**Power grid**

Pins as bars on the die edge.
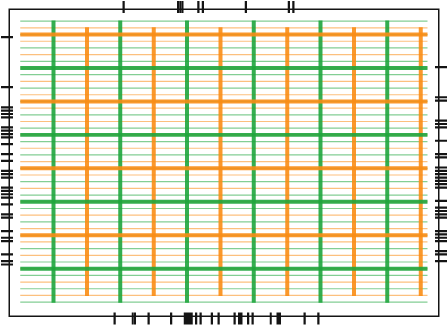
**Selected gate families**

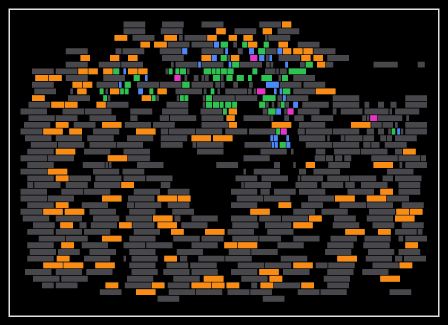
**Clock wiring as the flow saved it**

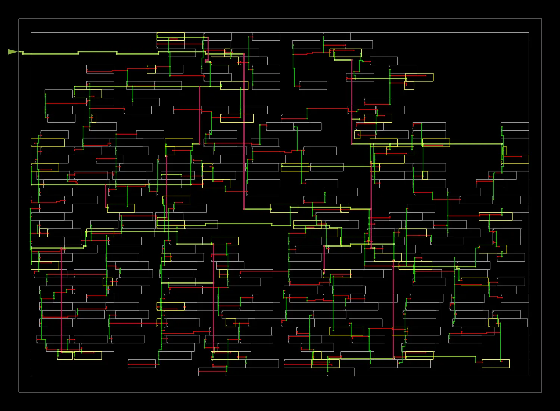
**Sequential cells grouped by signal name**

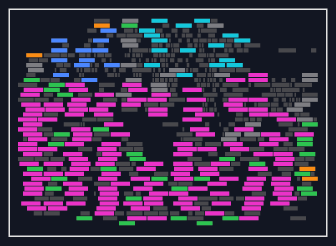
**Close-up of the layout**

Window x 19 to 69, y 68 to 118 um. Cells in gray, sequential cells in the stronger gray; small squares are vias.
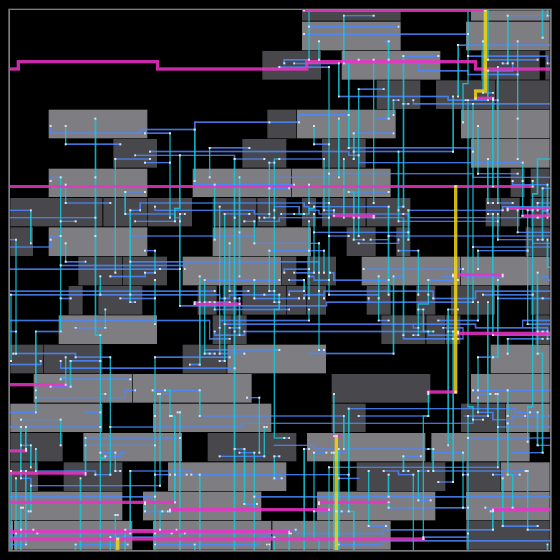
--- src/rtl/flit_depacketizer.sv ---
// flit_depacketizer: per-VC packet reassembly from router flits into a tagged valid/ready word stream
module flit_depacketizer #(
  parameter int FLIT_W     = 38,
  parameter int VC_W       = 4,
  parameter int NUM_VC     = 4,
  parameter int CLASS_W    = 3,
  parameter int MAX_BODY   = 8,
  parameter int FIFO_DEPTH = 4
) (
  input  logic                     clk,
  input  logic                     reset,
  input  logic                     flit_in_we,
  input  logic [FLIT_W-1:0]        flit_in,
  output logic                     credit_out,
  output logic                     out_valid,
  input  logic                     out_ready,
  output logic [FLIT_W-VC_W-3:0]   out_data,
  output logic [CLASS_W-1:0]       out_class,
  output logic [VC_W-1:0]          out_vc,
  output logic                     out_first,
  output logic                     out_last,
  output logic                     err_orphan,
  output logic                     err_overrun,
  output logic                     err_length,
  output logic                     err_overflow
);
  localparam int DATA_W = FLIT_W - 2 - VC_W;
  localparam int AW     = $clog2(FIFO_DEPTH);
  localparam int CW     = $clog2(MAX_BODY + 1);
  localparam int IW     = NUM_VC > 1 ? $clog2(NUM_VC) : 1;
  logic [FLIT_W-1:0]  mem [FIFO_DEPTH];
  logic [AW:0]        wp, rp;
  logic               act    [NUM_VC];
  logic [CLASS_W-1:0] ccls   [NUM_VC];
  logic [CW-1:0]      ccnt   [NUM_VC];
  logic               cfirst [NUM_VC];
  logic               empty, full, pop, wr;
  logic [FLIT_W-1:0]  f;
  logic [1:0]         ft;
  logic [VC_W-1:0]    fvc;
  logic [CLASS_W-1:0] fcls;
  logic [DATA_W-1:0]  fdata;
  logic [IW-1:0]      idx;
  logic               vc_ok, a, len_full, orphan, overrun, len_err, emit;
  always_comb begin
    empty    = wp == rp;
    full     = (wp[AW] != rp[AW]) && (wp[AW-1:0] == rp[AW-1:0]);
    pop      = !empty && (!out_valid || out_ready);
    wr       = flit_in_we && (!full || pop);
    f        = mem[rp[AW-1:0]];
    ft       = f[FLIT_W-1:FLIT_W-2];
    fvc      = f[FLIT_W-3 -: VC_W];
    fcls     = f[FLIT_W-3-VC_W -: CLASS_W];
    fdata    = f[DATA_W-1:0];
    vc_ok    = int'(fvc) < NUM_VC;
    idx      = vc_ok ? fvc[IW-1:0] : '0;
    a        = vc_ok && act[idx];
    len_full = ccnt[idx] == CW'(MAX_BODY);
    // ft[1] marks a head, ft[0] a tail; any flit on an invalid VC is dropped as an orphan
    orphan   = !vc_ok || (!ft[1] && !a);
    overrun  = ft[1] && a;
    len_err  = !ft[1] && !ft[0] && a && len_full;
    emit     = vc_ok && (ft == 2'b11 || (!ft[1] && a && !len_full));
    credit_out = pop;
  end
  always_ff @(posedge clk)
    if (wr) mem[wp[AW-1:0]] <= flit_in;
  always_ff @(posedge clk or posedge reset)
    if (reset) begin
      wp           <= '0;
      rp           <= '0;
      out_valid    <= 1'b0;
      out_data     <= '0;
      out_class    <= '0;
      out_vc       <= '0;
      out_first    <= 1'b0;
      out_last     <= 1'b0;
      err_orphan   <= 1'b0;
      err_overrun  <= 1'b0;
      err_length   <= 1'b0;
      err_overflow <= 1'b0;
      for (int i = 0; i < NUM_VC; i++) begin
        act[i]    <= 1'b0;
        ccls[i]   <= '0;
        ccnt[i]   <= '0;
        cfirst[i] <= 1'b0;
      end
    end else begin
      if (wr) wp <= wp + 1'b1;
      if (pop) rp <= rp + 1'b1;
      err_overflow <= flit_in_we && full && !pop;
      err_orphan   <= pop && orphan;
      err_overrun  <= pop && overrun;
      err_length   <= pop && len_err;
      if (pop && emit) begin
        out_valid <= 1'b1;
        out_data  <= fdata;
        out_class <= ft[1] ? fcls : ccls[idx];
        out_vc    <= fvc;
        out_first <= ft[1] || cfirst[idx];
        out_last  <= ft[0];
      end else if (out_ready) begin
        out_valid <= 1'b0;
      end
      if (pop && vc_ok) begin
        if (ft == 2'b10) begin
          act[idx]    <= 1'b1;
          ccls[idx]   <= fcls;
          ccnt[idx]   <= '0;
          cfirst[idx] <= 1'b1;
        end else if (ft == 2'b11) begin
          act[idx] <= 1'b0;
        end else if (a) begin
          if (ft[0]) act[idx] <= 1'b0;
          else if (!len_full) begin
            ccnt[idx]   <= ccnt[idx] + 1'b1;
            cfirst[idx] <= 1'b0;
          end
        end
      end
    end
endmodule

--- config.mk ---
export PLATFORM = sky130hd
export DESIGN_NAME = flit_depacketizer
export DESIGN_NICKNAME = d
export VERILOG_FILES = /design/src/rtl/flit_depacketizer.sv
export SDC_FILE = /design/constraint.sdc
export NUM_CORES = 1
export LEC_CHECK = 0
export CORE_ASPECT_RATIO = 0.7
export CORE_MARGIN = 4
export CORE_UTILIZATION = 50
export CTS_CLUSTER_DIAMETER = 30
export DETAILED_ROUTE_END_ITERATION = 6
export DONT_BUFFER_PORTS = 1
export GPL_TIMING_DRIVEN = 0
export PLACE_DENSITY = 0.7
export SETUP_SLACK_MARGIN = 0.15
export SLEW_MARGIN = 20
export SYNTH_ARGS = -nofsm -noshare
export SYNTH_HDL_FRONTEND = slang
export SYNTH_SLANG_ARGS = --single-unit
--- constraint.sdc ---
create_clock -name clk -period 5.5 [get_ports clk]
set_input_delay 1.1 -clock clk [delete_from_list [all_inputs] [get_ports clk]]
set_output_delay 1.1 -clock clk [all_outputs]
set_load 0.05 [all_outputs]
==> impl_metrics.env <==
# flow metrics
export IMPL_floorplan_core_util_pct=51.00
export IMPL_p_clk_share_pct=30.7
export IMPL_postCtsSetupBuffers=0
export IMPL_syn_num_nets=572
export IMPL_end_kind="register"
export IMPL_drv_cap=0
export IMPL_grtUsageTotal_pct=17.68
export IMPL_comb_cells=253
export IMPL_chip_area_sq_um=21620
export IMPL_fin_util_pct=59.95
export IMPL_comb_share_pct=24.00
export IMPL_routed_wirelength_um=18830
export IMPL_clock_buffers=38
export IMPL_synth_flops=240
export IMPL_synthAdderAreaFrac_pct=0.9078
export IMPL_hold_slack_ns=0.4553
export IMPL_nets=614
export IMPL_period_used_pct=67.30
export IMPL_cts_resized_gates=0
export IMPL_ys_warn_count=0
export IMPL_tritoncts="built"
export IMPL_reg2reg_depth=11
export IMPL_final_cells=834
export IMPL_slew_headroom_pct=28.93
export IMPL_start_kind="register"
export IMPL_cts_hold_buf=0
export IMPL_wl_per_cell_um=22.58
export IMPL_viasPerCell=5.829
export IMPL_top_area_cell="edfxtp_1"
export IMPL_drv_slew=0
export IMPL_vias=4861
export IMPL_simple_gate_area_share_pct=3.696
export IMPL_internal_power_mw=4.952
export IMPL_clock_latency_ns=0.51
export IMPL_power_frac_seq_pct=42.0
export IMPL_top_logic_kind="multiplexers"
export IMPL_mux_share_pct=18.51
export IMPL_io_pins=89
export IMPL_clk_pin_slew_ns=0.05
export IMPL_hold_viol_final=0
export IMPL_ctsHtreeMaxLevel=2
export IMPL_syn_inst=523
export IMPL_buf_share_pct=2.361
export IMPL_ys_seq_share_pct=70.13
export IMPL_antenna_found_initial=0
export IMPL_ys_cells=523
export IMPL_design_area_sq_um=11340
export IMPL_vdd_drop_max_uv=424.9
export IMPL_dpl_hpwl_um=12450
export IMPL_edf_count=152
export IMPL_power_top_group="registers"
export IMPL_grt_overflow=0
export IMPL_status="completed"
export IMPL_cp_endpoint="out_data[12]$_DFFE_PP0P_"
export IMPL_p_leak_nw=4.406
export IMPL_area_growth_synth_to_final_pct=17.56
export IMPL_switching_share_pct=35.21
export IMPL_clock_area_share_pct=11.03
export IMPL_powerDensity_nw_per_um2=673.8
export IMPL_seq_area_sq_um=6766
export IMPL_largest_register_ffs=152
export IMPL_fp_row_count=42
export IMPL_place_ws_ns=1.584
export IMPL_crit_path_max_fanout=10
export IMPL_port_buffers=0
export IMPL_ant_nets=0
export IMPL_syn_area_sq_um=9648
export IMPL_nNonClkBuffers=28
export IMPL_power_total_mw=7.642
export IMPL_fin_ws_ns=1.798
export IMPL_largestClassByArea="flip-flops and latches"
export IMPL_placedInstanceArea_sq_um=10090
export IMPL_power_switching_mw=2.691
export IMPL_place_congestion=0.8453
export IMPL_core_area_sq_um=18920
export IMPL_comb_area_sq_um=2723
export IMPL_cp_arrival_ns=4.08
export IMPL_tool_warnings=30
export IMPL_top_cell_area_share_pct=47.31
export IMPL_grt_pass1_vias=5225
export IMPL_avgSynthCellArea_sq_um=18.45
export IMPL_n_antenna_cell=0
export IMPL_grt_pass1_wl_um=29750
export IMPL_worstMarginPinSlew_ns=1.066
About 'power grid':
legend:
  green:
    net: VSS
  orange:
    net: VDD
rows: 42
signal pins: 89
Die Span Y: 124.2 um
die x size: 174.0 um

About 'selected gate families':
legend:
  orange:
    family: mux cells
    cells: 110
    where: spread over the die
  green:
    family: aoi and oai cells
    cells: 51
    where: north
  magenta:
    family: non-inverting ao/oa cells
    cells: 6
  blue:
    family: nor cells
    cells: 28

About 'clock wiring as the flow saved it':
flop count: 240
Clk. pwr: 2.35 mW
skew final: 0.02623 ns
CTS Buf Count: 35

About 'sequential cells grouped by signal name':
legend:
  blue:
    netlist_name: ccls
    flops: 12
    where: north-west
  magenta:
    netlist_name: mem
    flops: 152
  green:
    netlist_name: out_data
    flops: 32
  orange:
    netlist_name: out_vc
    flops: 4
    where: spread over the die
  cyan:
    netlist_name: ccnt
    flops: 16
    where: north
not colored: 24

About 'close-up of the layout':
legend:
  yellow:
    layer: M4
  cyan:
    layer: M2
  magenta:
    layer: M3
  blue:
    layer: M1
netlist names of flops here include: ccls (12), mem (12), out_data (4)
cells with their middle in the window: 90
sequential cells in the window: 34
most frequent: dfrtp_1 (22), mux2_2 (16), edfxtp_1 (12)

==> critical path, stage by stage, from the launching register on <==
cell and delay (ns):
dfrtp_1 0.39, buf_6 0.15, mux4_2 0.32, buf_2 0.24, buf_1 0.49, a2bb2oi_1 0.13
o22ai_1 0.29, ha_1 0.37, a311oi_2 0.15, o21ai_2 0.44, buf_6 0.27, mux2_4 0.32
==> synth_stat cells (all sizes together) (5+ instances only) <==
library cell and number:
and2 6, and3 6, buf 13, clkbuf 10, dfrtp 88, edfxtp 152
ha 7, inv 7, mux2 66, mux2i 7, mux4 37, nand2 21
nor2 19, nor2b 5, o211ai 5, o21ai 16, xor2 6
==> routing by layer <==
metal / wire length (um) / GRT usage [%]
met2: 8475 / 26.50
met5: 0 / 0
met4: 276 / 4.235
met1: 8081 / 24.29
met3: 1996 / 7.538
Power is estimated from default activity; no workload was simulated.
